run_1/cell_classes.png
The bar under the picture is 20 µm long.
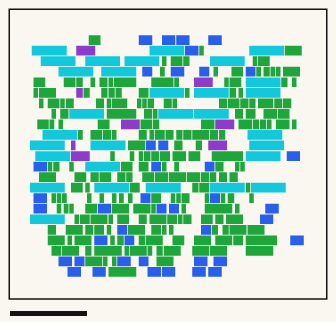
run_1/drive_strength.png
The bar under the picture is 20 µm long.
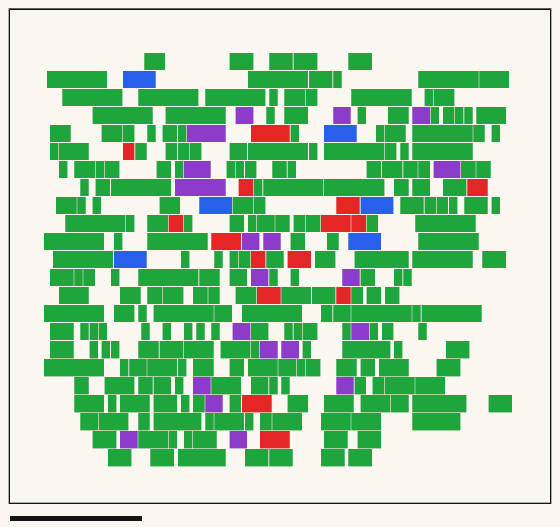
run_1/gate_families.png
The bar under the picture is 20 µm long.
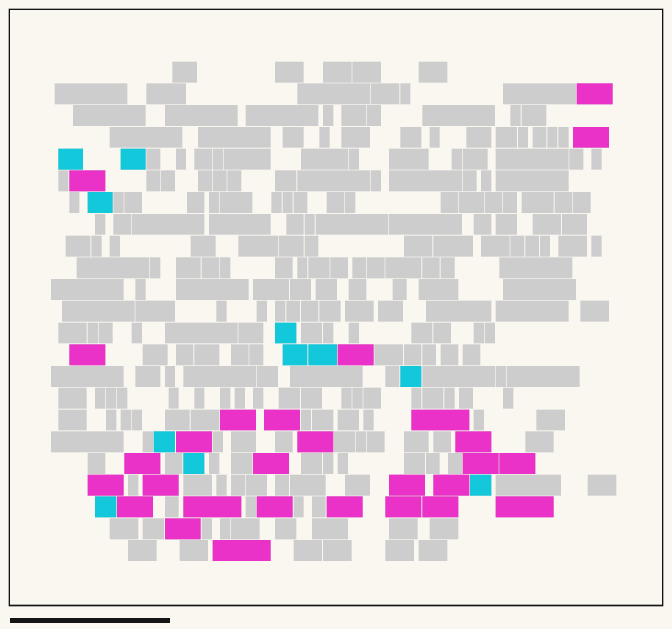
run_1/final_congestion.png
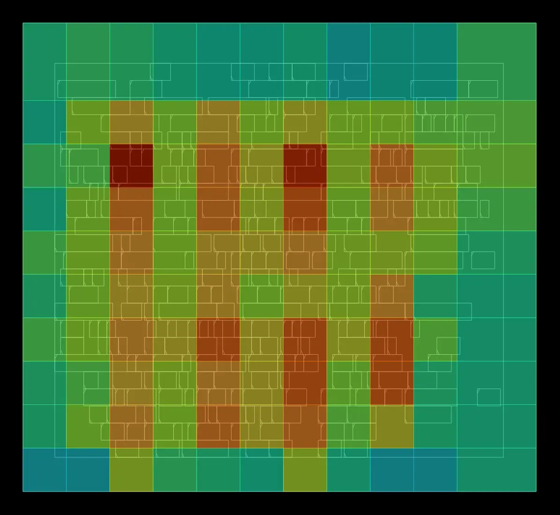
### src/rtl/elevator_pkg.sv
// elevator_pkg: shared state encoding, direction constants and BCD helper
package elevator_pkg;
    typedef enum logic [2:0] {IDLE, MOVE, STEP, SETTLE, DOOR, HALT} state_t;
    localparam logic DIR_UP = 1'b0;
    localparam logic DIR_DN = 1'b1;
    function automatic logic [6:0] bcd2bin(input logic [3:0] t, input logic [3:0] o);
        return {t, 3'b000} + {2'b00, t, 1'b0} + {3'b000, o};
    endfunction
endpackage

### src/rtl/elevator_motion_ctrl_timer.sv
// elev_timer: loadable down-counter, o_done while the count is zero
module elev_timer #(
    parameter int W = 8
) (
    input  logic         clk,
    input  logic         rst,
    input  logic         i_load,
    input  logic [W-1:0] i_val,
    output logic         o_done
);
    logic [W-1:0] r_cnt;
    // load on request, otherwise count down and hold at zero
    always_ff @(posedge clk or posedge rst)
        if (rst) r_cnt <= '0;
        else if (i_load) r_cnt <= i_val;
        else if (r_cnt != '0) r_cnt <= r_cnt - W'(1);
    assign o_done = (r_cnt == '0);
endmodule

### src/rtl/elevator_motion_ctrl.sv
// elevator_motion_ctrl: request handshake, trip pacing and door timing for the BCD floor counter (optional ELEV_ESTOP_EN adds estop/HALT)
module elevator_motion_ctrl
    import elevator_pkg::*;
#(
    parameter int STEP_CYCLES = 16,
    parameter int DOOR_CYCLES = 32,
    parameter int MIN_FLOOR   = 0,
    parameter int MAX_FLOOR   = 99
) (
    input  logic       clk,
    input  logic       rst,
`ifdef ELEV_ESTOP_EN
    input  logic       estop,
`endif
    input  logic       req_valid,
    output logic       req_ready,
    input  logic [3:0] req_tens,
    input  logic [3:0] req_ones,
    input  logic [3:0] cur_tens,
    input  logic [3:0] cur_ones,
    output logic       en_n,
    output logic       du,
    output logic       door_open,
    output logic       moving,
    output logic       arrived,
    output logic       req_err
);
    state_t     r_state, w_next;
    logic [6:0] r_target;
    logic       r_du, r_ready, r_arrived, r_req_err;
    logic       w_arr, w_err, w_ld_step, w_ld_door, w_step_done, w_door_done;
    logic [6:0] w_req, w_cur;
    logic       w_req_ok, w_at_lim, w_take;
    logic       w_halt;
`ifdef ELEV_ESTOP_EN
    logic       r_trip;
    assign w_halt = estop;
`else
    assign w_halt = 1'b0;
`endif

    assign w_req    = bcd2bin(req_tens, req_ones);
    assign w_cur    = bcd2bin(cur_tens, cur_ones);
    assign w_req_ok = (req_tens <= 4'd9) && (req_ones <= 4'd9) && (w_req <= 7'(MAX_FLOOR))
                      && (({1'b0, w_req} + 8'd1) > 8'(MIN_FLOOR));
    assign w_at_lim = r_du ? ({1'b0, w_cur} < (8'(MIN_FLOOR) + 8'd1)) : (w_cur >= 7'(MAX_FLOOR));
    assign w_take   = (r_state == IDLE) && req_valid && req_ready;

    elev_timer #(.W(8)) u_step (
        .clk(clk), .rst(rst), .i_load(w_ld_step), .i_val(8'(STEP_CYCLES - 2)), .o_done(w_step_done)
    );
    elev_timer #(.W(8)) u_door (
        .clk(clk), .rst(rst), .i_load(w_ld_door), .i_val(8'(DOOR_CYCLES - 1)), .o_done(w_door_done)
    );

    // next-state, event pulses and timer loads; estop overrides everything
    always_comb begin
        w_next = r_state;
        w_arr  = 1'b0;
        w_err  = 1'b0;
        case (r_state)
            IDLE:
                if (w_take) begin
                    if (!w_req_ok) w_err = 1'b1;
                    else if (w_req == w_cur) begin w_next = DOOR; w_arr = 1'b1; end
                    else w_next = MOVE;
                end
            MOVE:
                if (w_step_done) begin
                    if (w_cur == r_target) begin w_next = DOOR; w_arr = 1'b1; end
                    else if (w_at_lim) begin w_next = DOOR; w_err = 1'b1; end
                    else w_next = STEP;
                end
            STEP:   w_next = SETTLE;
            SETTLE:
                if (w_cur == r_target) begin w_next = DOOR; w_arr = 1'b1; end
                else w_next = MOVE;
            DOOR:   w_next = w_door_done ? IDLE : DOOR;
`ifdef ELEV_ESTOP_EN
            HALT:   w_next = estop ? HALT : (r_trip ? MOVE : IDLE);
`endif
            default: w_next = IDLE;
        endcase
        if (w_halt) begin
            w_next = HALT;
            w_arr  = 1'b0;
            w_err  = 1'b0;
        end
        w_ld_step = (w_next == MOVE) && (r_state != MOVE);
        w_ld_door = (w_next == DOOR) && (r_state != DOOR);
    end

    // state, target, trip direction and registered pulses
    always_ff @(posedge clk or posedge rst)
        if (rst) begin
            r_state   <= IDLE;
            r_target  <= '0;
            r_du      <= DIR_UP;
            r_ready   <= 1'b0;
            r_arrived <= 1'b0;
            r_req_err <= 1'b0;
        end else begin
            r_state   <= w_next;
            r_ready   <= (w_next == IDLE);
            r_arrived <= w_arr;
            r_req_err <= w_err;
            if (w_take) r_target <= w_req;
            if ((r_state == IDLE) && (w_next == MOVE)) r_du <= (w_req < w_cur) ? DIR_DN : DIR_UP;
        end

`ifdef ELEV_ESTOP_EN
    // remembers whether HALT interrupted a trip so it can resume
    always_ff @(posedge clk or posedge rst)
        if (rst) r_trip <= 1'b0;
        else if (r_state != HALT) r_trip <= (r_state == MOVE) || (r_state == STEP) || (r_state == SETTLE);
`endif

    assign en_n      = (r_state != STEP) || w_halt;
    assign du        = r_du;
    assign door_open = (r_state == DOOR);
    assign moving    = (r_state == MOVE) || (r_state == STEP) || (r_state == SETTLE);
    assign arrived   = r_arrived;
    assign req_err   = r_req_err;
    assign req_ready = r_ready && !w_halt;
endmodule

### config.mk
export PLATFORM = sky130hd
export DESIGN_NAME = elevator_motion_ctrl
export DESIGN_NICKNAME = d
export VERILOG_FILES = /design/src/rtl/elevator_pkg.sv /design/src/rtl/elevator_motion_ctrl_timer.sv /design/src/rtl/elevator_motion_ctrl.sv
export SDC_FILE = /design/constraint.sdc
export NUM_CORES = 1
export LEC_CHECK = 0
export CAP_MARGIN = 30
export CORE_ASPECT_RATIO = 0.9
export CORE_MARGIN = 5
export CORE_UTILIZATION = 50
export CTS_BUF_LIST = sky130_fd_sc_hd__clkbuf_8
export DETAILED_ROUTE_END_ITERATION = 7
export PLACE_DENSITY = 0.77
export SLEW_MARGIN = 40
export SYNTH_ARGS = -nofsm -noshare
export SYNTH_HDL_FRONTEND = slang
export SYNTH_SLANG_ARGS = --single-unit
export TNS_END_PERCENT = 10
### constraint.sdc
create_clock -name clk -period 4 [get_ports clk]
set_input_delay 0.4 -clock clk [delete_from_list [all_inputs] [get_ports clk]]
set_output_delay 0.4 -clock clk [all_outputs]
set_load 0.005 [all_outputs]
==> flow.log, run 1 <==
[metrics] run summary
[metrics] number of max-slew violations in the final report: 0
[metrics] Detail Placement HPWL: ~4000 µm
[metrics] die outline height: approximately 74 µm
[metrics] post-synth tally of flip-flops with integrated enable: 0
[metrics] setup repair after global routing missed its margin: false
[metrics] number of buffers inserted for hold repair after clock tree synthesis: 0
[metrics] tally of unique sky130hd cells used after synthesis: 51
[metrics] type of element capturing the critical path: register
[metrics] final setup skew: 0.0100 ns
[metrics] headroom to the max-slew limit: 0.604
[metrics] share of post-route cells with drive strength above 1: 0.139
[metrics] top cells, area: dfrtp_1, ha_1, nand2_1
[metrics] count of placed standard cells in the final layout, fillers left out: 357
[metrics] cell row count: 23
[metrics] number of antenna violations at the first check in global routing: 0
[metrics] worst hold path class: in -> async
[metrics] Mapped Avg Cell Area: 9.26 µm²
[metrics] CTS tree: built
[metrics] clock buffer count from CTS: 5
[metrics] cell count in the Yosys report: between 200 and 250
[metrics] actual slew at the worst max-slew pin: 0.593 ns
[metrics] number of global-route vias before repair: about 1.9k
[metrics] starting density of the core: 0.517
[metrics] run status: completed
[metrics] dpl ws: -0.149 ns
[metrics] chip width: 81.6 µm
[metrics] endpoint arrival time on the critical path: 4.05 ns
[metrics] maximum VDD drop: 369 µV
[metrics] critical path's largest stage delay: 0.52 ns
[metrics] first-pass GRT wire length: around 8600 µm
[metrics] standby leakage power: 1.35 nW
[metrics] DR WL met3: 253 µm
[metrics] Worst setup startpoint: req_tens[0]
[metrics] largest net degree at the start of global routing: 17
[metrics] quantity of gates resized following cts: 0
[metrics] total wirelength of the detailed-routed design: 4890 µm
[metrics] worst path required time: 4.23 ns
[metrics] Max stage delay cell, worst path: fa_1
[metrics] Antenna Cells: 0
[metrics] most instantiated cells after synthesis: nand2_1, dfrtp_1, ha_1
[metrics] depth of the worst register-to-register path: 6
[metrics] final weighted congestion in routability-driven placement: roughly 0.81
[metrics] buffer type at the clock tree root: clkbuf_8
[metrics] remaining number of nets flagged by the antenna check after routing: 0
[metrics] nature of the critical path startpoint: input pin
[metrics] reg-to-reg critical path endpoint: req_ready
[metrics] ratio of routed vias to standard cells: 5.28
[metrics] number of setup buffers added after CTS: 0
[metrics] total clock sinks: 30
[metrics] total vias in the final route: 1885
[metrics] cell type contributing the most total cell area after synthesis: dfrtp_1
[metrics] Most common reg cell: dfrtp_1
[metrics] final hold violation count: 0
[metrics] total of warnings raised by yosys: 0
[metrics] insertion delay to the later sink of the worst-skew pair: 0.28 ns
[metrics] final setup violation count: 0
[metrics] busiest grt layer: met2
[metrics] total cell area reported by yosys after synthesis: 2300 µm²
[metrics] proportion of synthesized flip-flops having asynchronous set or reset: 1.00
[metrics] crit-path cells: clkdlybuf4s50_1 > inv_1 > fa_1 > inv_1 > fa_1 > a211oi_2 > o21ba_2 > nor2_1 > ha_1 > nand3_1 > nor2_1 > or3_1 > a21o_1 > a211oi_1 > a22o_1
[metrics] area of the mapped netlist: 2300 µm²
[metrics] top cell type by instance count after synthesis: nand2_1
[metrics] maximum level of the CTS H-tree: 2
[metrics] setup TNS: 0 ns
[metrics] Area leader share: 0.326
[metrics] initial drt markers: 70
[metrics] Synth flops: 30
[metrics] aggregate global routing overflow: 0
[metrics] final hold slack: 0.476 ns
[metrics] I/O pin count: 26
[metrics] Post-Syn Instances: 249
[metrics] number of placed cells counting well taps: 349
[metrics] total power of the final layout: ~1.5 mW
[metrics] part of the Yosys area used for sequential elements: 0.326
[metrics] post-synthesis net count: 296
[metrics] DR top layer: met4
[metrics] maximum buffer depth of the clock tree: 2
[metrics] reg-to-reg slack, setup: 1.58 ns
[metrics] critical path class: in -> reg
[metrics] TritonRoute pass-1 iters: 6
[metrics] met2 wire length: 2330 µm
-- cell_classes.png (at the start) --
| class | colour | cells |
|---|---|---|
| other buffers and delay cells | blue | 41 |
| clock drivers and dummy loads | purple | 8 |
| flops | cyan | 30 |
| all other logic | green | 216 |

-- drive_strength.png (at the start) --
| size | colour | cells | share |
|---|---|---|---|
| drive 3 to 4 | purple | 20 | 6.8% |
| drive 1 or less | green | 254 | 86% |
| drive 2 | red | 15 | 5.1% |
| drive 6 and up | blue | 6 | 2.0% |
synthesis-to-finish area growth: 23.0%
Non-Filler Cell Area, Final: 2830 µm²
Non-CTS buffers: 41

-- gate_families.png (at the start) --
| family | colour | cells |
|---|---|---|
| adder and majority cells | magenta | 28 |
| AND-OR and OR-AND gates | cyan | 11 |

-- final_congestion.png (at the start) --
GR Util met3: 0.0363
Avg WL per Cell: 13.7 µm

## run 1: kinds of logic (layout without fill, tap and decap cells)
logic type,Yosys count,after routing,share of synthesized area
buf+inv,22,68,0.0396
simple gates,113,113,0.274
fa+ha+maj,28,28,0.165
flops,30,30,0.326
xor+xnor,17,17,0.0765
mux,3,3,0.0130
compound gates,36,36,0.106
## run 1: worst reg2reg max path: stages, from the launching register on
cell and delay [ns]:
dfrtp_1 0.43, nor2_1 0.23, nand4b_1 0.47, or2_2 0.47, a211oi_1 0.36, nor3_2 0.15
nor4bb_2 0.19
## run 1: cell usage in the layout (no fill, tap or decap), drive strengths merged, types with 5 or more instances in the layout
master and instances:
clkbuf 6, nand3 6, or2 5, nand2 34, inv 20, a21oi 7
ha 24, dfrtp 30, o21ai 7, nor3 12, nor4 7, or3 6
nor2 21, xor2 8, buf 16, xnor2 7, clkdlybuf4s50 25
## run 1: layout make-up
| cell class | instances | area [µm²] |
|---|---|---|
| Sequential cell | 30 | 751 |
| Tap cell | 62 | 77.6 |
| Timing Repair Buffer | 41 | 370 |
| Clock inverter | 2 | 8.76 |
| Inverter | 19 | 71.3 |
| Fill cell | 390 | 1630 |
| Clock buffer | 6 | 82.6 |
| Multi-Input combinational cell | 197 | 1470 |
## run 1: sequential cells by signal, indices dropped and copies added (netlist names)
| name | flops |
|---|---|
| req_ready | 1 |
| arrived | 1 |
| du | 1 |
| req_err | 1 |
| u_step.r_cnt | 8 |
| r_state | 3 |
| u_door.r_cnt | 8 |
| r_target | 7 |
## run 1: power breakdown
group / switching, mW / internal, mW / leakage (nW)
Sequential: 0.109 / 0.438 / 0.370
Combinational: 0.369 / 0.368 / 0.922
Clock: 0.110 / 0.136 / 0.0524
Total: 0.588 / 0.942 / 1.35
## Run 2: what changed since run 1
Settings changed: PLACE_DENSITY 0.77 to 0.72.
run_2/cell_classes.png
The bar under the picture is 20 µm long.
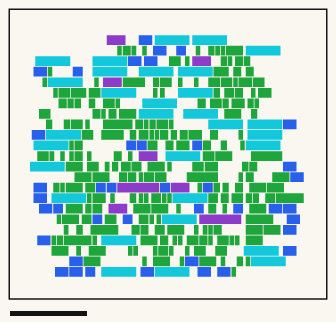
| class | colour | cells |
|---|---|---|
| all other logic | green | 216 |
| flops | cyan | 30 |
| other buffers and delay cells | blue | 40 |
| clock drivers and dummy loads | purple | 8 |
Non-Filler Cell Area, Final: 2870 µm²
utilization of the core after routing: 0.644

run_2/final_congestion.png
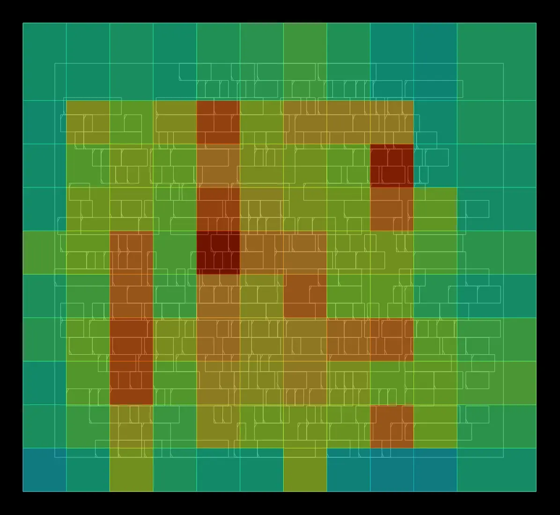
Overall Global Routing Usage: 0.177
busiest grt layer: met2
met2 track demand over resource: 0.288
met1 capacity usage during global routing: 0.237

==> flow.log, run 2 <==
[metrics] run summary
[metrics] number of buffers inserted for hold repair after clock tree synthesis: 0
[metrics] kind of cell adding the most delay to the critical path: adder cells
[metrics] endpoint arrival time on the critical path: 3.92 ns
[metrics] first-pass GRT wire length: 8210 µm
[metrics] Comb power frac: 0.439
[metrics] Filler cells: slightly below 400
[metrics] nature of the critical path startpoint: input pin
[metrics] clock buffer count from CTS: 5
[metrics] GR Util met3: 0.0375
[metrics] starting density of the core: 0.517
[metrics] P_sw: 0.597 mW
[metrics] maximum buffer depth of the clock tree: 2
[metrics] chip width: 81.6 µm
[metrics] most common cell after layout, fill and taps aside: nand2_1
[metrics] quantity of gates resized following cts: 0
[metrics] final weighted congestion in routability-driven placement: between 0.7 and 0.8
[metrics] maximum VDD drop: 324 µV
[metrics] crit-path cells: clkdlybuf4s50_1 > inv_1 > fa_1 > inv_1 > fa_1 > a211oi_1 > o21ba_2 > nor2_1 > ha_1 > nand3_1 > nor2_1 > or3_1 > a21o_1 > buf_4 > o31ai_1 > nor4bb_2
[metrics] share of post-route cells with drive strength above 1: 0.136
[metrics] Antenna Cells: 0
[metrics] final setup violation count: 0
[metrics] post-synthesis net count: 296
[metrics] total cell area reported by yosys after synthesis: roughly 2300 µm²
[metrics] die outline height: roughly 74 µm
[metrics] Most common reg cell: dfrtp_1
[metrics] headroom to the max-slew limit: 0.602
[metrics] cell type contributing the most total cell area after synthesis: dfrtp_1
[metrics] number of placed cells counting well taps: 348
[metrics] post-synth tally of flip-flops with integrated enable: 0
[metrics] TritonRoute pass-1 iters: 4
[metrics] standby leakage power: 1.36 nW
[metrics] Max stage delay cell, worst path: fa_1
[metrics] part of the Yosys area used for sequential elements: 0.326
[metrics] total power of the final layout: roughly 1.7 mW
[metrics] total vias in the final route: ~1.8k
[metrics] area of the mapped netlist: 2300 µm²
[metrics] buffer type at the clock tree root: clkbuf_8
[metrics] DR WL met3: 157 µm
[metrics] critical path's largest stage delay: 0.52 ns
[metrics] count of placed standard cells in the final layout, fillers left out: between 300 and 400
[metrics] Switching Share: 0.358
[metrics] reg-to-reg slack, setup: about 1.6 ns
[metrics] reg-to-reg critical path endpoint: req_ready
[metrics] total clock sinks: 30
[metrics] setup repair after global routing missed its margin: false
[metrics] Power Internal: 1.07 mW
[metrics] proportion of synthesized flip-flops having asynchronous set or reset: 1.00
[metrics] critical path class: in -> reg
[metrics] Mapped Avg Cell Area: 9.26 µm²
[metrics] top cell type by instance count after synthesis: nand2_1
[metrics] aggregate global routing overflow: 0
[metrics] number of max-slew violations in the final report: 0
[metrics] actual slew at the worst max-slew pin: approximately 0.6 ns
[metrics] final setup skew: 0.00523 ns
[metrics] final hold violation count: 0
[metrics] total of warnings raised by yosys: 0
[metrics] CTS tree: built
[metrics] largest net degree at the start of global routing: 26
[metrics] depth of the worst register-to-register path: 7
[metrics] registers with the most flip-flops: u_door.r_cnt x8, u_step.r_cnt x8, r_target x7
[metrics] DR top layer: met4
[metrics] type of element capturing the critical path: register
[metrics] maximum level of the CTS H-tree: 2
[metrics] run status: completed
[metrics] clock share of power: 0.233
[metrics] cell count in the Yosys report: 249
[metrics] initial drt markers: 70
[metrics] tally of unique sky130hd cells used after synthesis: a little over 50
[metrics] worst path required time: ~4.2 ns
[metrics] Detail Placement HPWL: 3720 µm
[metrics] cell row count: 23
[metrics] met2 wire length: 2120 µm
[metrics] I/O pin count: 26
[metrics] number of antenna violations at the first check in global routing: 0
[metrics] Area leader share: 0.326
[metrics] Reg power frac: 0.328
[metrics] Worst setup startpoint: req_tens[0]
[metrics] top cells, area: dfrtp_1, ha_1, nand2_1
[metrics] Logic cell area: approximately 1500 µm²
[metrics] commonest cells after routing, fill and taps aside: nand2_1, dfrtp_1, clkdlybuf4s50_1
[metrics] synthesis-to-finish area growth: 24.6%
[metrics] insertion delay to the later sink of the worst-skew pair: 0.29 ns
[metrics] worst hold path class: in -> async
[metrics] most instantiated cells after synthesis: nand2_1, dfrtp_1, ha_1
[run 2: how the worst min path moves through the flow]
stage	from	endpoint	slack, ns	cells past startpoint
after global placement	r_target[5]	r_target[5]	0.47	2
after detailed placement	r_target[5]	r_target[5]	0.48	2
after CTS	rst	u_step.r_cnt[1]	0.32	2
after global routing	rst	u_step.r_cnt[4]	0.32	2
after floorplan	r_target[5]	r_target[5]	0.45	2
final	rst	u_step.r_cnt[1]	0.31	2
[run 2: per-stage QoR]
stage,util,hold slack (ns),TNS (ns)
4_1_cts,0.644,0.318,0
3_5_place_dp,0.612,0.480,-0.0539
5_1_grt,0.644,0.324,0
6_report,0.644,0.314,0
3_3_place_gp,0.611,0.467,-0.151
2_1_floorplan,-,0.448,0
[run 2: power groups by stage]
stage	Combinational (mW)	Clock (mW)	Sequential (mW)
global placement	0.712	0	0.548
detailed placement	0.728	0	0.552
floorplan	0.550	0	0.526
global route	0.834	0.409	0.569
CTS	0.736	0.396	0.548
finish	0.732	0.389	0.548
[run 2: logic make-up after synthesis]
group | Yosys count | share of synthesized area
muxes | 3 | 0.0130
DFF | 30 | 0.326
AOI/OAI and AO/OA | 36 | 0.106
buffers and inverters | 22 | 0.0396
xor gates and xnor gates | 17 | 0.0765
and+or+nand+nor | 113 | 0.274
adders and majority gates | 28 | 0.165
[run 2: final cells by class]
| type | count | share of cell area |
|---|---|---|
| clock buffers | 6 | 0.0287 |
| clock inverters | 2 | 0.0209 |
| inverters | 19 | 0.0248 |
| multi-input cells | 197 | 0.511 |
| flip-flops and latches | 30 | 0.261 |
| well taps | 62 | 0.0270 |
| repair buffers | 40 | 0.126 |
run_2/registers.png
The bar under the picture is 20 µm long. Other sequential cells in the stronger grey, the rest of the logic in the fainter grey.
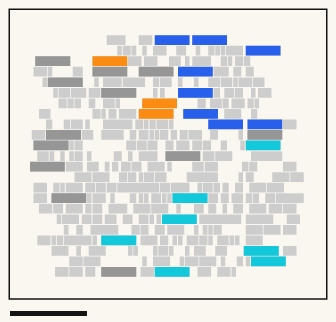

## Run 3: what changed since run 2
Settings changed: GPL_TIMING_DRIVEN set to 0.
run_3/registers.png
The bar under the picture is 20 µm long. Other sequential cells in the stronger grey, the rest of the logic in the fainter grey.
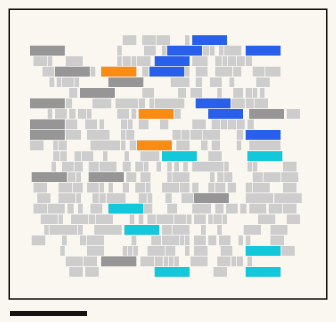
| netlist name | colour | flops |
|---|---|---|
| u_door.r_cnt | blue | 8 |
| r_state | orange | 3 |
| r_target | cyan | 7 |
not coloured: 12
utilization of the core after routing: 0.612
flip-flop and latch share of the layout cell area: 0.275

run_3/cell_classes.png
The bar under the picture is 20 µm long.
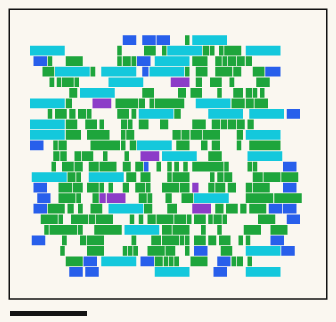
| class | colour | cells |
|---|---|---|
| clock drivers and dummy loads | purple | 7 |
| flops | cyan | 30 |
| other buffers and delay cells | blue | 28 |
| all other logic | green | 216 |
cell row count: 23
area of the core region: 4460 µm²

==> flow.log, run 3 <==
[metrics] run summary
[metrics] I/O pin count: 26
[metrics] Comb power frac: 0.476
[metrics] TritonRoute pass-1 iters: 4
[metrics] Non-Filler Cell Area, Final: approximately 2700 µm²
[metrics] share of post-route cells with drive strength above 1: 0.0996
[metrics] Area leader share: 0.326
[metrics] Switching Share: 0.392
[metrics] sequential power: 0.549 mW
[metrics] final setup violation count: 0
[metrics] starting density of the core: 0.517
[metrics] die outline height: 74.4 µm
[metrics] P_sw: 0.585 mW
[metrics] total vias in the final route: 1786
[metrics] tally of unique sky130hd cells used after synthesis: around 51
[metrics] Antenna Cells: 0
[metrics] total cell area reported by yosys after synthesis: 2300 µm²
[metrics] total clock sinks: 30
[metrics] buffer type at the clock tree root: clkbuf_8
[metrics] standby leakage power: ~1.3 nW
[metrics] run status: completed
[metrics] post-synthesis net count: 296
[metrics] headroom to the max-slew limit: 0.573
[metrics] part of the Yosys area used for sequential elements: 0.326
[metrics] ratio of routed vias to standard cells: between 5 and 6
[metrics] clock share of power: 0.155
[metrics] cell type contributing the most total cell area after synthesis: dfrtp_1
[metrics] endpoint arrival time on the critical path: 4.00 ns
[metrics] final hold violation count: 0
[metrics] Avg WL per Cell: 13.5 µm
[metrics] registers with the most flip-flops: u_door.r_cnt x8, u_step.r_cnt x8, r_target x7
[metrics] number of stages on the worst hold path: 2
[metrics] Most common reg cell: dfrtp_1
[metrics] Post-Syn Instances: 249
[metrics] initial drt markers: 77
[metrics] total wirelength of the detailed-routed design: approximately 4600 µm
[metrics] total power of the final layout: between 1 and 1.5 mW
[metrics] area of the mapped netlist: around 2300 µm²
[metrics] power in combinational cells: a little over 0.7 mW
[metrics] maximum VDD drop: ~310 µV
[metrics] worst hold path class: reg -> reg
[metrics] number of placed cells counting well taps: approximately 340
[metrics] count of placed standard cells in the final layout, fillers left out: 343
[metrics] top cells, area: dfrtp_1, ha_1, nand2_1
[metrics] number of antenna violations at the first check in global routing: 0
[metrics] Filler cells: 394
[metrics] clock buffer count from CTS: 5
[metrics] group drawing the most power: combinational logic
[metrics] synthesis-to-finish area growth: 18.5%
[metrics] depth of the worst register-to-register path: 8
[metrics] total of warnings raised by yosys: 0
[metrics] setup TNS: 0 ns
[metrics] Power Clock: 0.231 mW
[metrics] top cell type by instance count after synthesis: nand2_1
[metrics] first-pass GRT wire length: 8070 µm
[metrics] number of max-slew violations in the final report: 0
[metrics] most instantiated cells after synthesis: nand2_1, dfrtp_1, ha_1
[metrics] final weighted congestion in routability-driven placement: 0.771
[metrics] final hold slack: 0.489 ns
[metrics] critical path class: in -> reg
[metrics] chip width: 81.6 µm
[metrics] remaining number of nets flagged by the antenna check after routing: 0
[metrics] final setup skew: 0.00516 ns
## run 3: cell counts after synthesis
Identical to the previous run, type by type.
## run 3: path summary, 6_finish.rpt
path,start,to,slack [ns]
worst max-delay path,req_tens[0],du,0.22
worst min-delay path,r_target[5],r_target[5],0.49
worst max register to register,u_step.r_cnt[0],req_ready,1.71
worst min register to register,r_target[5],r_target[5],0.49
max in group asynchronous,rst,r_state[0],3.06
min in group asynchronous,rst,r_target[2],0.52
## run 3: layer usage
metal | wire [µm] | up-vias | part of all wire | track usage
met5 | 0 | - | 0 | 0
met4 | 55 | 0 | 0.012 | 0.0525
met3 | 181 | 6 | 0.039 | 0.0387
met2 | 2020 | 22 | 0.44 | 0.263
met1 | 2370 | 826 | 0.51 | 0.246
li1 | - | 932 | - | -
## run 3: logic make-up (layout without fill, tap and decap cells)
logic type      count (synthesis)  after routing  synth area share
buf+inv                        22             54            0.0396
mux                             3              3            0.0130
flops                          30             30             0.326
simple gates                  113            113             0.274
xor+xnor                       17             17            0.0765
compound gates                 36             36             0.106
fa+ha+maj                      28             28             0.165
## run 3: worst max-delay path, cell delays in order
cell and delay, ns:
clkdlybuf4s50_1 0.48, inv_1 0.06, fa_1 0.52, inv_1 0.06, fa_1 0.47, a211oi_2 0.23, o21ba_2 0.20, nor2_1 0.07
ha_1 0.35, nand3_1 0.10, nor2_1 0.05, or3_1 0.36, a21o_1 0.24, a211oi_1 0.25, a22o_1 0.15
## run 3: final cells by class
| class | instances | share of cell area |
|---|---|---|
| Buffer | 3 | 0.00733 |
| Clock buffer | 5 | 0.0252 |
| Clock inverter | 2 | 0.00367 |
| Inverter | 19 | 0.0261 |
| Multi-Input combinational cell | 197 | 0.543 |
| Sequential cell | 30 | 0.275 |
| Tap cell | 62 | 0.0284 |
| Timing Repair Buffer | 25 | 0.0917 |
Power and IR drop assume default switching activity.
